**src/rtl/i2s_pwm_dac.sv**
```systemverilog
// I2S / left-justified serial receiver feeding a two-channel PWM DAC, falling back to midscale on link loss.
// Optional attenuation input is enabled by defining I2S_PWM_ATTEN_EN.
module i2s_pwm_dac #(
    parameter int DATA_W  = 16,
    parameter int PWM_W   = 8,
    parameter int JUSTIFY = 0,
    parameter int TO_W    = 12
) (
    input  logic       clk,
    input  logic       rst_n,
    input  logic       bit_clk,
    input  logic       lr_clk,
    input  logic       sdin,
`ifdef I2S_PWM_ATTEN_EN
    input  logic [2:0] atten,
`endif
    output logic       left_pwm,
    output logic       right_pwm,
    output logic       frame_valid,
    output logic       link_ok
);
    localparam int IDX_W = $clog2(DATA_W + 2) + 1;
    localparam int OFF   = (JUSTIFY == 0) ? 1 : 0;
    localparam logic [DATA_W-1:0] MSB_BIT = {1'b1, {(DATA_W-1){1'b0}}};
    localparam logic [PWM_W-1:0]  MID     = {1'b1, {(PWM_W-1){1'b0}}};

    function automatic logic [PWM_W-1:0] to_duty(input logic signed [DATA_W-1:0] s,
                                                 input logic [2:0] sh);
        logic signed [DATA_W-1:0] a;
        logic [DATA_W-1:0]        ob;
        a  = s >>> sh;
        ob = {~a[DATA_W-1], a[DATA_W-2:0]};
        return PWM_W'(ob >> (DATA_W - PWM_W));
    endfunction

    logic bclk_p0, bclk_p1, bclk_p2, lr_p0, lr_p1, sd_p0, sd_p1;
    logic bclk_rise;

    // Stage p0/p1: synchronizers, p2: bit_clk edge detect
    always_ff @(posedge clk or negedge rst_n) begin
        if (!rst_n) begin
            bclk_p0 <= 1'b0; bclk_p1 <= 1'b0; bclk_p2 <= 1'b0;
            lr_p0   <= 1'b0; lr_p1   <= 1'b0;
            sd_p0   <= 1'b0; sd_p1   <= 1'b0;
        end else begin
            bclk_p0 <= bit_clk; bclk_p1 <= bclk_p0; bclk_p2 <= bclk_p1;
            lr_p0   <= lr_clk;  lr_p1   <= lr_p0;
            sd_p0   <= sdin;    sd_p1   <= sd_p0;
        end
    end

    assign bclk_rise = bclk_p1 & ~bclk_p2;

    logic [IDX_W-1:0]         bit_idx, cur_idx, data_pos;
    logic [DATA_W-1:0]        bit_mask, shift_sr;
    logic signed [DATA_W-1:0] hold_l, hold_r;
    logic                     lr_prev, primed, slot_ok, slot_edge;
    logic [TO_W-1:0]          to_cnt;
    logic                     to_sat;

    // The first bit of a slot has index 0; in I2S mode it maps past the register and is dropped.
    assign slot_edge = primed && (lr_p1 != lr_prev);
    assign cur_idx   = slot_edge ? '0 : bit_idx;
    assign data_pos  = cur_idx - IDX_W'(OFF);
    assign bit_mask  = sd_p1 ? (MSB_BIT >> data_pos) : '0;
    assign to_sat    = &to_cnt;

    // Receive stage: slot tracking, holding registers, link supervision
    always_ff @(posedge clk or negedge rst_n) begin
        if (!rst_n) begin
            bit_idx     <= '0;
            shift_sr    <= '0;
            hold_l      <= '0;
            hold_r      <= '0;
            lr_prev     <= 1'b0;
            primed      <= 1'b0;
            slot_ok     <= 1'b0;
            to_cnt      <= '0;
            link_ok     <= 1'b0;
            frame_valid <= 1'b0;
        end else begin
            frame_valid <= 1'b0;
            if (bclk_rise) begin
                to_cnt  <= '0;
                link_ok <= 1'b1;
                if (!primed) begin
                    primed  <= 1'b1;
                    lr_prev <= lr_p1;
                    slot_ok <= 1'b0;
                end else if (slot_edge) begin
                    if (slot_ok) begin
                        if (lr_prev) begin
                            hold_r      <= $signed(shift_sr);
                            frame_valid <= 1'b1;
                        end else begin
                            hold_l <= $signed(shift_sr);
                        end
                    end
                    slot_ok  <= 1'b1;
                    lr_prev  <= lr_p1;
                    shift_sr <= bit_mask;
                    bit_idx  <= IDX_W'(1);
                end else begin
                    shift_sr <= shift_sr | bit_mask;
                    if (!(&bit_idx))
                        bit_idx <= bit_idx + IDX_W'(1);
                end
            end else if (to_sat) begin
                link_ok <= 1'b0;
                primed  <= 1'b0;
                slot_ok <= 1'b0;
                hold_l  <= '0;
                hold_r  <= '0;
            end else begin
                to_cnt <= to_cnt + TO_W'(1);
            end
        end
    end

    logic [PWM_W-1:0] cnt_p0, cnt_p1, duty_l, duty_r;
    logic [2:0]       atten_s;

`ifdef I2S_PWM_ATTEN_EN
    assign atten_s = atten;
`else
    assign atten_s = 3'd0;
`endif

    // PWM stage p0: counter and period-boundary duty load, p1: compare into registered outputs
    always_ff @(posedge clk or negedge rst_n) begin
        if (!rst_n) begin
            cnt_p0    <= '0;
            cnt_p1    <= '0;
            duty_l    <= MID;
            duty_r    <= MID;
            left_pwm  <= 1'b0;
            right_pwm <= 1'b0;
        end else begin
            cnt_p0 <= cnt_p0 + PWM_W'(1);
            cnt_p1 <= cnt_p0;
            if (cnt_p0 == '0) begin
                duty_l <= to_duty(hold_l, atten_s);
                duty_r <= to_duty(hold_r, atten_s);
            end
            left_pwm  <= (cnt_p1 < duty_l);
            right_pwm <= (cnt_p1 < duty_r);
        end
    end

endmodule
```
**config.mk**
```make
export PLATFORM = sky130hd
export DESIGN_NAME = i2s_pwm_dac
export DESIGN_NICKNAME = d
export VERILOG_FILES = /design/src/rtl/i2s_pwm_dac.sv
export SDC_FILE = /design/constraint.sdc
export NUM_CORES = 1
export LEC_CHECK = 0
export ABC_AREA = 1
export CORE_UTILIZATION = 50
export CTS_CLUSTER_DIAMETER = 100
export CTS_CLUSTER_SIZE = 14
export DETAILED_ROUTE_END_ITERATION = 16
export PLACE_DENSITY_LB_ADDON = 0.08
export SETUP_SLACK_MARGIN = 0.15
export SYNTH_ARGS = -nofsm -noshare
export SYNTH_HDL_FRONTEND = slang
export SYNTH_SLANG_ARGS = --single-unit
```
**constraint.sdc**
```tcl
create_clock -name clk -period 4.9 [get_ports clk]
set_input_delay 0.98 -clock clk [delete_from_list [all_inputs] [get_ports clk]]
set_output_delay 0.98 -clock clk [all_outputs]
set_load 0.02 [all_outputs]
```
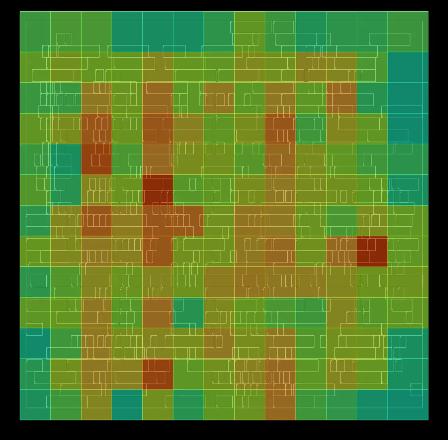
(run_1/congestion_map.png)
Core Util, Final: 0.5677
GR Util All Layers: 0.1855

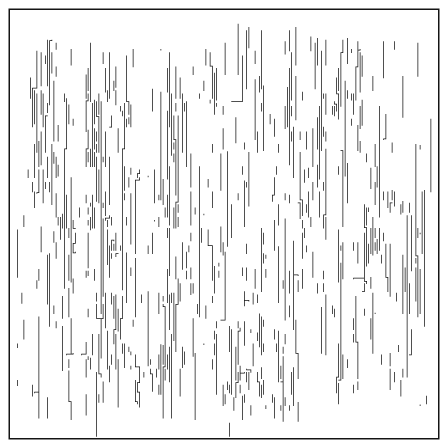
(run_1/m2.png)
- wire length on this layer: 3110 µm
- main direction: vertical
- longest straight run: 45.6 µm
- share of all routed wire: 46%
Vias: 2726
M2 GR Usage: 0.2917
Total Routed Length: 6800 µm

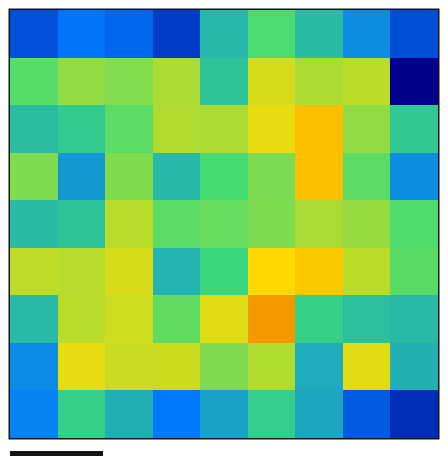
(run_1/util_map.png)
The bar under the picture is 20 µm long. The die is cut into 9 by 9 equal tiles; dark blue is low, red is high, 0 to 100% covered.
- fullest tile: 83%
- mean over tiles: 51%
- tiles over 75% full: 6.2%
- nearly empty tiles: 1.2%

==> reports/metrics.cfg, run 1 <==
[timing]
finalClockPeriodUsage = 0.4936
max_freq_ghz = 0.4135
worstMarginPinSlew_ns = 1.068
finalMaxSlewViolations = 0
worst_slack_ns = 2.481
hold_viol_final = 0
relSlewSlack = 0.2882
fin_skew_ns = 0.009618
setup_violations = 0
period_needed_ns = 2.419
fin_tns_setup_ns = 0
rsz0062_at_grt = false

[synthesis]
ys_sh_adder = 0.05877
ys_warn_count = 0
synthXorXnorAreaFrac = 0.02598
ys_types = 33
floorplan.nets = 466
yosys_register_bits = 87
avgSynthCellArea_um2 = 9.152
ys_sh_simple = 0.1775
ys_sh_mux = 0
yosysSeqAreaShare = 0.5388
synthArstFlopShare = 1.000
compound_area_frac = 0.1117
synthCells = 442
top_logic_kind = simple AND/OR/NAND/NOR gates
yosys_area_um2 = 4045
ff_type = dfrtp_1
synthesis.area_um2 = 4045
edf_count = 0
ys_cells = 442

[setup_path]
rr_worst_depth = 5
cp_slowest_stage_delay_ns = 0.64
crit_fanout = 5
cp_cell_sequence = clkdlybuf4s50_1
worst_path_max_delay_cell = clkdlybuf4s50_1
path_buffers = 1
path_class = reg2out
critical-path-top-delay-family = buffers and inverters
path_depth = 1
required_ns = 3.92
arrival_ns = 1.44
setup.worst_path.end_class = primary output
startpoint_type = flop

[global_routing]
grt_max_degree = 88
antenna_found_initial = 0
grt_pass1_wl_um = 12190
grt-ovfl-total = 0
grt_pass1_vias = 2656

[clock_tree]
h-tree-depth = 3
cts_sinks = 87
cts_buffers = 9
cts_resized = 0
clk_latency_ns = 0.35
clk_pin_slew_worst_paths_ns = 0.09
cts_tree = done
cts-root-buf = clkbuf_8
clockBufferDepth = 2
hold_buffers = 0
post_cts_buffers = 0

[min_path]
min_path_type = reg2reg
whs_path_depth = 0

[detailed_routing]
wire_per_inst_um = 12.19
drt-pass1-iter-count = 4
drc = 0
drtAntennaViolNets = 0
viasPerCell = 4.885
drt-initial-drc-count = 120

[cells_and_area]
logic_area_um2 = 1513
lay_top_count = nand2_1
syn_to_final_growth_pct = 9.001
fin_nets = 475
diodes = 0
final_cell_mix = 96 x nand2_1, 85 x dfrtp_1, 72 x inv_1
seqCellArea_um2 = 2180
final.fill_count = 741
final_layout_size_suffix_gt1_frac = 0.09430

[run]
cap_violations = 0
warnings = 27

[die]
die_h_um = 91.95
design.die.area_um2 = 8454
core_area_um2 = 7767
die_w_um = 91.95
floorplan.core_util = 0.5208
ioPinCount = 9
rows = 32

[power]
vdd_drop_max_uv = 174.2
leakage_nw = 2.149
powerDensity_nw_per_um2 = 333.7

[outcome]
status = finished clean

[place]
gp_congestion = 0.8002
port_buffers = 8
place_hpwl_um = 4858
preCtsSetupSlack_ns = 2.466

## run 1: cell usage after synthesis, types with 3 or more instances
| cell | number | area [µm²] |
|---|---|---|
| nand3_1 | 16 | 80.08 |
| nor2_1 | 27 | 101.4 |
| ha_1 | 19 | 237.7 |
| inv_2 | 5 | 18.77 |
| a211oi_1 | 3 | 22.52 |
| clkbuf_1 | 4 | 15.01 |
| nand3_2 | 3 | 30.03 |
| nand2_1 | 96 | 360.4 |
| nand4_1 | 8 | 50.05 |
| o21ai_2 | 3 | 26.28 |
| a21oi_1 | 14 | 70.07 |
| buf_6 | 3 | 33.78 |
| nor2_2 | 3 | 18.77 |
| nand2_2 | 6 | 37.54 |
| xor2_1 | 8 | 70.07 |
| inv_1 | 72 | 270.3 |
| buf_2 | 3 | 15.01 |
| a31oi_1 | 3 | 18.77 |
| dfrtp_1 | 85 | 2127 |
| o21ai_0 | 40 | 200.2 |
| xnor2_1 | 4 | 35.03 |
## run 1: registers in the layout, summed over array words and instances, names as in the netlist, 6 cells and up
name      count
bit_idx       6
cnt_p0        8
cnt_p1        8
duty_l        8
duty_r        8
hold_l        8
hold_r        8
shift_sr      8
to_cnt       12
## run 1: stage by stage
stage	instance area [µm²]	total power [mW]	hold WS [ns]	instances	util
2_1_floorplan	4045	0.8972	0.3312	442	-
3_3_place_gp	4187	0.9328	0.3322	542	0.5390
3_5_place_dp	4187	0.9373	0.3365	542	0.5390
4_1_cts	4409	1.491	0.3576	558	0.5677
5_1_grt	4409	1.547	0.3596	558	0.5677
6_report	4409	1.471	0.3533	558	0.5677
## run 1: per-layer routing
layer | vias up | routed length, µm | global-route usage
met5 | - | 0 | 0
met4 | 0 | 110 | 0.08854
met3 | 10 | 127 | 0.02985
met2 | 20 | 3113 | 0.2917
met1 | 1272 | 3448 | 0.2514
li1 | 1424 | - | -
## run 1: cell type report
class | count | area share
Clock buffer | 11 | 0.03207
Timing Repair Buffer | 8 | 0.01759
Inverter | 77 | 0.06555
Sequential cell | 87 | 0.4943
Multi-Input combinational cell | 268 | 0.3431
Clock inverter | 5 | 0.01844
Tap cell | 102 | 0.02894
## run 1: final timing paths
check	slack, ns	end	startpoint
worst max-delay path	2.48	link_ok	primed$_DFFE_PN0P_
worst min-delay path	0.35	lr_p1$_DFF_PN0_	lr_p0$_DFF_PN0_
worst max register to register	2.54	hold_l[12]$_DFFE_PN0P_	bclk_p1$_DFF_PN0_
worst min register to register	0.35	lr_p1$_DFF_PN0_	lr_p0$_DFF_PN0_
max in group asynchronous	3.39	shift_sr[9]$_DFFE_PN0P_	rst_n
min in group asynchronous	0.80	duty_r[4]$_DFFE_PN0N_	rst_n
## run 1: power by group
part | internal, mW | total (mW) | leakage, nW | switching [mW]
registers | 0.748 | 0.784 | 1.14 | 0.0357
logic | 0.0493 | 0.136 | 0.899 | 0.0864
clock network | 0.301 | 0.551 | 0.110 | 0.250
total | 1.10 | 1.47 | 2.15 | 0.372
==> run_1/sizing.png <==
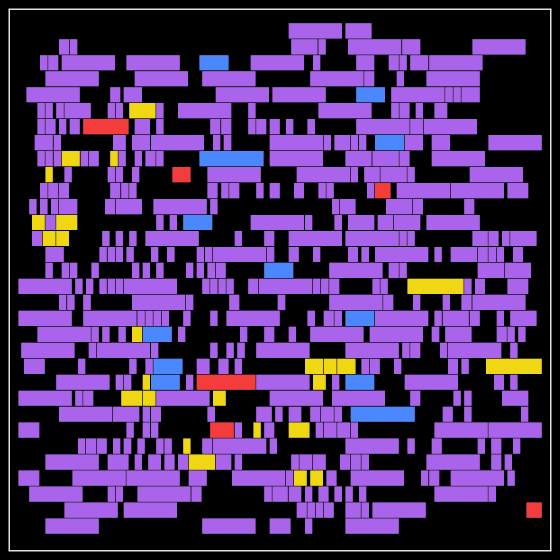

## Run 2: what changed since run 1
clock period = 2.1 ns   (was 4.9 ns; I/O delays follow)
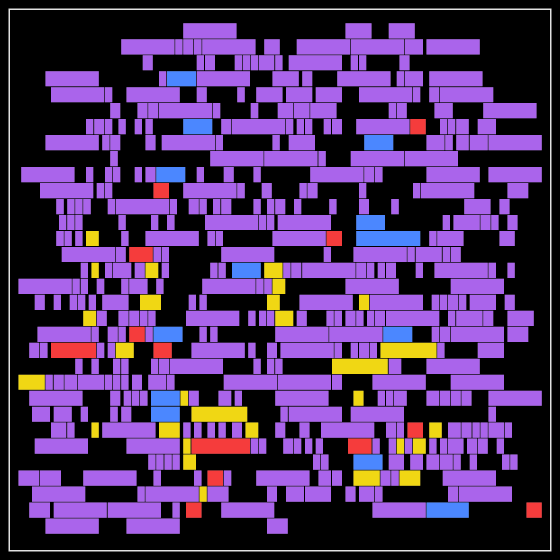
(run_2/sizing.png)
- purple: x1 and smaller (cells 409; share 88%; most used nand2_1)
- yellow: x2 (cells 28; share 6.0%; most used nand2_2)
- blue: x6 and larger (cells 13; share 2.8%; most used clkbuf_8)
- red: x3 and x4 (cells 13; share 2.8%; most used buf_4)
Non-clk bufs: 15
fin area: 4468 µm²

==> run 2 against run 1 <==
Non-clock buffer count up 7. Highest routed layer unchanged. Final cell count up 1.3%. Register-to-register slack worse by 2.2 ns.
==> reports/metrics.cfg, run 2 <==
[cells_and_area]
lay_top_count = nand2_1  ; unchanged
top_register = to_cnt  ; unchanged
largest_register_ff_count = 12  ; unchanged
post-route-util = 0.5752  ; was 0.5677
syn_to_final_growth_pct = 10.45  ; was 9.001%
final.fill_count = 711  ; was 741
seqCellArea_um2 = 2181  ; was 2180 µm²
fin_cells = 565  ; was 558
final_layout_size_suffix_gt1_frac = 0.1166  ; was 0.09430
fin_nets = 482  ; was 475

[clock_tree]
cts_tree = done  ; unchanged
clk_pin_slew_worst_paths_ns = 0.09  ; about the same
cts_buffers = 9  ; unchanged
clockBufferDepth = 2  ; unchanged
cts_sinks = 87  ; unchanged
h-tree-depth = 3  ; unchanged
post_cts_buffers = 0  ; unchanged
cts-root-buf = clkbuf_8  ; unchanged
hold_buffers = 0  ; unchanged

[outcome]
status = finished clean  ; unchanged

[synthesis]
ys_sh_adder = 0.05877  ; unchanged
ys_sh_simple = 0.1775  ; unchanged
synthArstFlopShare = 1.000  ; unchanged
topCellsByArea = dfrtp_1 53%, nand2_1 8.9%, inv_1 6.7%  ; unchanged
yosysSeqAreaShare = 0.5388  ; unchanged
synthCells = 442  ; unchanged
synthesis.area_um2 = 4045  ; unchanged
top_logic_kind = simple AND/OR/NAND/NOR gates  ; unchanged
yosys_area_um2 = 4045  ; unchanged
floorplan.nets = 466  ; unchanged

[run]
warnings = 27  ; unchanged

[setup_path]
startpoint_type = flop  ; unchanged
arrival_ns = 1.42  ; was 1.44 ns
critical-path-top-delay-family = buffers and inverters  ; unchanged
rr_worst_depth = 8  ; was 5
worst_path_max_delay_cell = clkdlybuf4s50_1  ; unchanged
path_class = reg2out  ; unchanged
path_depth = 1  ; unchanged
timing.rr.start = to_cnt[0]$_DFFE_PN0P_  ; was bclk_p1$_DFF_PN0_

[detailed_routing]
viasPerCell = 4.867  ; was 4.885
vias = 2750  ; was 2726
drt_wl_total_um = 6785  ; was 6800 µm
drtAntennaViolNets = 0  ; unchanged

[global_routing]
track_usage = 0.1856  ; was 0.1855
grt_pass1_vias = 2776  ; was 2656
grt_max_degree = 42  ; was 88

[timing]
hold_viol_final = 0  ; unchanged
setup_violations = 0  ; unchanged
worst_slack_ns = 0.2579  ; was 2.481 ns
period_needed_ns = 1.842
fin_skew_ns = 0.006553  ; was 0.009618 ns
max_freq_ghz = 0.5429
finalClockPeriodUsage = 0.8772
worstMarginPinSlew_ns = 0.8530  ; was 1.068 ns

[power]
vdd_drop_max_uv = 379.1  ; was 174.2 µV
powerDensity_nw_per_um2 = 752.1  ; was 333.7 nW/µm²
leakage_nw = 2.180  ; was 2.149 nW

[die]
design.die.area_um2 = 8454  ; unchanged
core_area_um2 = 7767  ; unchanged
rows = 32  ; unchanged
die_w_um = 91.95  ; unchanged
die_h_um = 91.95  ; unchanged
ioPinCount = 9  ; unchanged

[place]
place_hpwl_um = 4953  ; was 4858 µm
dp.cells = 549  ; was 542

[min_path]
min_path_type = in2async  ; was reg2reg

run 2: report_power, final:
part | internal [mW] | switching, mW
clock network | 0.613 | 0.575
registers | 1.75 | 0.0872
logic | 0.128 | 0.210
run 2: metal layers:
| metal | vias to the layer above | wire length, µm | track usage |
|---|---|---|---|
| met4 | 0 | 76 | 0.08333 |
| met1 | 1280 | 3482 | 0.2519 |
| met3 | 6 | 153 | 0.02902 |
| li1 | 1435 | - | - |
| met5 | - | 0 | 0 |
| met2 | 29 | 3074 | 0.2948 |
run 2: through the flow:
stage                     hold WS (ns)  total power [mW]  area [µm²]
after floorplan                 0.1244             2.093        4045
after global placement          0.3325             2.194        4252
after detailed placement        0.3378             2.204        4252
after CTS                      0.01686             3.401        4459
after global routing           0.03169             3.540        4468
final                          0.01286             3.360        4468
run 2: cell families (layout without fill, tap and decap cells):
| group | count (synthesis) | count (layout) |
|---|---|---|
| DFF | 87 | 87 |
| adders and majority gates | 19 | 19 |
| buffers and inverters | 87 | 108 |
| AOI/OAI and AO/OA | 73 | 73 |
| xor gates and xnor gates | 12 | 12 |
| and+or+nand+nor | 164 | 164 |
run 2: worst min path at each step:
stage / depth (start not counted) / slack [ns] / endpoint / startpoint
finish: 1 / 0.01 / to_cnt[8]$_DFFE_PN0P_ / rst_n
global route: 1 / 0.03 / to_cnt[8]$_DFFE_PN0P_ / rst_n
CTS: 1 / 0.02 / to_cnt[8]$_DFFE_PN0P_ / rst_n
detailed placement: 0 / 0.34 / sd_p1$_DFF_PN0_ / sd_p0$_DFF_PN0_
global placement: 0 / 0.33 / sd_p1$_DFF_PN0_ / sd_p0$_DFF_PN0_
floorplan: 0 / 0.12 / bclk_p0$_DFF_PN0_ / rst_n
run 2: cell type report:
class | instances | area share
multi-input cells | 268 | 0.3402
repair buffers | 15 | 0.03192
clock inverters | 5 | 0.01260
well taps | 102 | 0.02856
clock buffers | 11 | 0.03388
flip-flops and latches | 87 | 0.4881
inverters | 77 | 0.06469
No activity file was given, so power comes from the tool's default toggle rates.
